==> config.mk <==
export PLATFORM = sky130hd
export DESIGN_NAME = sram_arbiter
export DESIGN_NICKNAME = d
export VERILOG_FILES = /design/src/rtl/sram_pkg.sv /design/src/rtl/rr_picker.sv /design/src/rtl/sram_arbiter.sv
export SDC_FILE = /design/constraint.sdc
export NUM_CORES = 1
export LEC_CHECK = 0
export CAP_MARGIN = 20
export CORE_AREA = 2 2 78 117
export DETAILED_ROUTE_END_ITERATION = 10
export DIE_AREA = 0 0 80 119
export PLACE_DENSITY_LB_ADDON = 0.08
export SYNTH_ARGS = -nofsm -noshare
export SYNTH_HDL_FRONTEND = slang
export SYNTH_SLANG_ARGS = --single-unit
==> constraint.sdc <==
create_clock -name clk -period 4.2 [get_ports clk]
set_input_delay 1.05 -clock clk [delete_from_list [all_inputs] [get_ports clk]]
set_output_delay 1.05 -clock clk [all_outputs]
set_load 0.05 [all_outputs]
PDN straps and rails:
Drawn at 4 px/micron. Pins as bars on the die edge. Tap cells in gray.
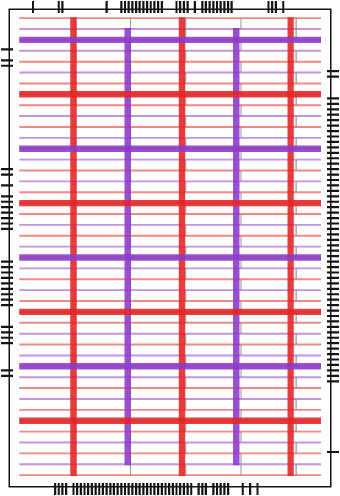
VSS: in red. VDD: in purple.
The core has 42 rows. 43 met1 rails follow the rows. 8 straps on met5. 166 signal pins sit on the boundary. 5 straps on met4.
Die H: 119 microns
VDD IR-drop max: 0.4163 mV
Die X: 80 microns

Cells colored by class:
Drawn at 4 px/micron. Fill, decap, tap and diode cells in gray.
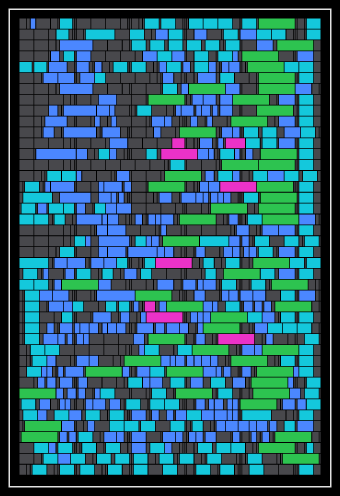
other buffers and delay cells: in cyan, cells 186. clock drivers and dummy loads: in magenta, cells 8. flip-flops: in green, cells 51. all other logic: in blue, cells 277.
post-route cell area: 0.005483 sq mm
register share of the cell area: 0.2328

==> flow_metrics.env <==
# flow metrics
export IMPL_drtIter0Drc=257
export IMPL_cts_tree="built"
export IMPL_outcome="complete, no violations"
export IMPL_hold_ws_ns=0.3606
export IMPL_pre_cts_ws_ns=-0.07752
export IMPL_comb_cells=267
export IMPL_worst_r2r_cell_count=11
export IMPL_syn_to_final_growth_pct=57.68
export IMPL_cts_sinks=51
export IMPL_leakagePower_nw=2.238
export IMPL_initCoreUtil=0.4035
export IMPL_fp_nets=480
export IMPL_place_area_sq_mm=0.005313
export IMPL_r2r_slack_ns=0.72
export IMPL_yosys_area_top_type="dfrtp_1"
export IMPL_flop_cell="dfrtp_1"
export IMPL_finalPower_mw=4.742
export IMPL_edf_count=0
export IMPL_chipArea_sq_mm=0.009520
export IMPL_top_cell_area_share=0.3670
export IMPL_insertion_delay_ns=0.29
export IMPL_path_class="primary input to primary output"
export IMPL_grt_pass1_vias=3598
export IMPL_yosys_stat_area_sq_mm=0.003477
export IMPL_slew_headroom=0.3370
export IMPL_warning_count=33
export IMPL_ys_flops=51
export IMPL_drcViolationCount=0
export IMPL_switchingPower_mw=2.401
export IMPL_core_sq_mm=0.008618
export IMPL_ant_nets=0
export IMPL_antenna_found_initial=0
export IMPL_io_pins=166
export IMPL_diodes=0
export IMPL_seqCellArea_sq_mm=0.001276
export IMPL_seqPwrFrac=0.195
export IMPL_largest_reg_flops=20
export IMPL_largestClassByArea="logic gates"
export IMPL_sh_comb_area=0.3697
export IMPL_hold_class="flip-flop to flip-flop"
export IMPL_via_count=3588
export IMPL_final_cells=632
export IMPL_row_count=42
export IMPL_common_cells="dfrtp_1, a21oi_1, nand2_1"
export IMPL_clkPwrFrac=0.089
export IMPL_fin_crit_sh=0.9726
export IMPL_fin_util=0.6362
export IMPL_critPathRequiredTime_ns=3.15
export IMPL_p_int_mw=2.341
export IMPL_ys_cells=352
export IMPL_firstDrtPassIters=4
export IMPL_power_switching_share=0.5064
export IMPL_critPathArrivalTime_ns=3.03
export IMPL_wl_per_cell_microns=19.70
export IMPL_rsz0062_at_grt="false"
export IMPL_hold_viol=0
export IMPL_clkCellAreaFrac=0.02830
export IMPL_synthCells=352
export IMPL_crit_path_start_kind="primary input"
export IMPL_portBuffers=164
export IMPL_path_clk_slew_ns=0.07
export IMPL_synth_most_common_cell="dfrtp_1"
export IMPL_groute_usage_overall=0.2620
export IMPL_slew_violations=0
export IMPL_max_freq_mhz=244.8
export IMPL_dpl_hpwl_mm=9.737
export IMPL_pwr_density_cell_mw_per_mm2=864.9
export IMPL_worst_slew_pin_slew_ns=0.9912
export IMPL_cts_htree_levels=2
export IMPL_drive_gt1_frac=0.1456
export IMPL_numCtsBuffers=5
export IMPL_skew_ns=0.008851
export IMPL_finalSetupViolations=0
export IMPL_vias_per_cell=5.677
export IMPL_buf_share=0.3373
export IMPL_layout_setup_ws_ns=0.1150
export IMPL_nNetsFinal=649
export IMPL_grt_pass1_wl_mm=19.03
export IMPL_nFlopsAndLatches=51
export IMPL_ys_types=64
export IMPL_cts_buffer_depth=2
export IMPL_syn_area_sq_mm=0.003477
export IMPL_holdPathStages=0
export IMPL_fin_tns_setup_ns=0
export IMPL_comb_area_sq_mm=0.002027
export IMPL_clkbuf_count=6
export IMPL_synth_warnings=0
export IMPL_p_comb_frac=0.717
cell usage in the layout (no fill, tap or decap), drive strengths merged, types with 10 or more instances in the layout:
| cell | Yosys | routed |
|---|---|---|
| and3 | 13 | 13 |
| mux2 | 17 | 17 |
| inv | 10 | 10 |
| nor2 | 17 | 17 |
| nand3 | 16 | 16 |
| clkdlybuf4s50 | 0 | 155 |
| buf | 16 | 27 |
| dfrtp | 51 | 51 |
| a21oi | 29 | 29 |
| o21ai | 19 | 19 |
| a22o | 13 | 13 |
| nand2 | 28 | 28 |
| ha | 10 | 10 |
power by group through the flow:
stage | sequential [mW] | combinational (mW) | clock (mW)
after detailed placement | 0.927 | 3.36 | 0
after global routing | 0.954 | 3.61 | 0.451
after CTS | 0.920 | 3.39 | 0.424
final | 0.923 | 3.40 | 0.421
after floorplan | 1.35 | 1.83 | 0
after global placement | 0.911 | 3.32 | 0
metal layers:
metal	GRT usage	vias up	wire length (microns)
li1	-	1676	-
met1	0.2964	1730	4620
met2	0.4792	155	6746
met3	0.04470	27	692
met4	0.09640	0	393
met5	0	-	0
cell families after synthesis:
kind of cell,Yosys count,synth area share
AOI/OAI and AO/OA,126,0.2843
xor gates and xnor gates,8,0.02015
adders and majority gates,10,0.03598
buffers and inverters,34,0.05577
DFF,51,0.3670
muxes,25,0.09248
other,1,0.001078
and+or+nand+nor,97,0.1432
critical path: stages:
cell and delay [ns]:
dlygate4sd2_1 0.29, mux4_2 0.54, buf_4 0.17, a211o_1 0.29, o211ai_1 0.31, and3_4 0.25, buf_12 0.13
timing repair:
item / in CTS / in global routing
setup buffers: 2 / 0
hold buffers: 0 / 0
endpoints found under the setup margin: 4 / 0
resized: 5 / 0
No activity file was given, so power comes from the tool's default toggle rates.
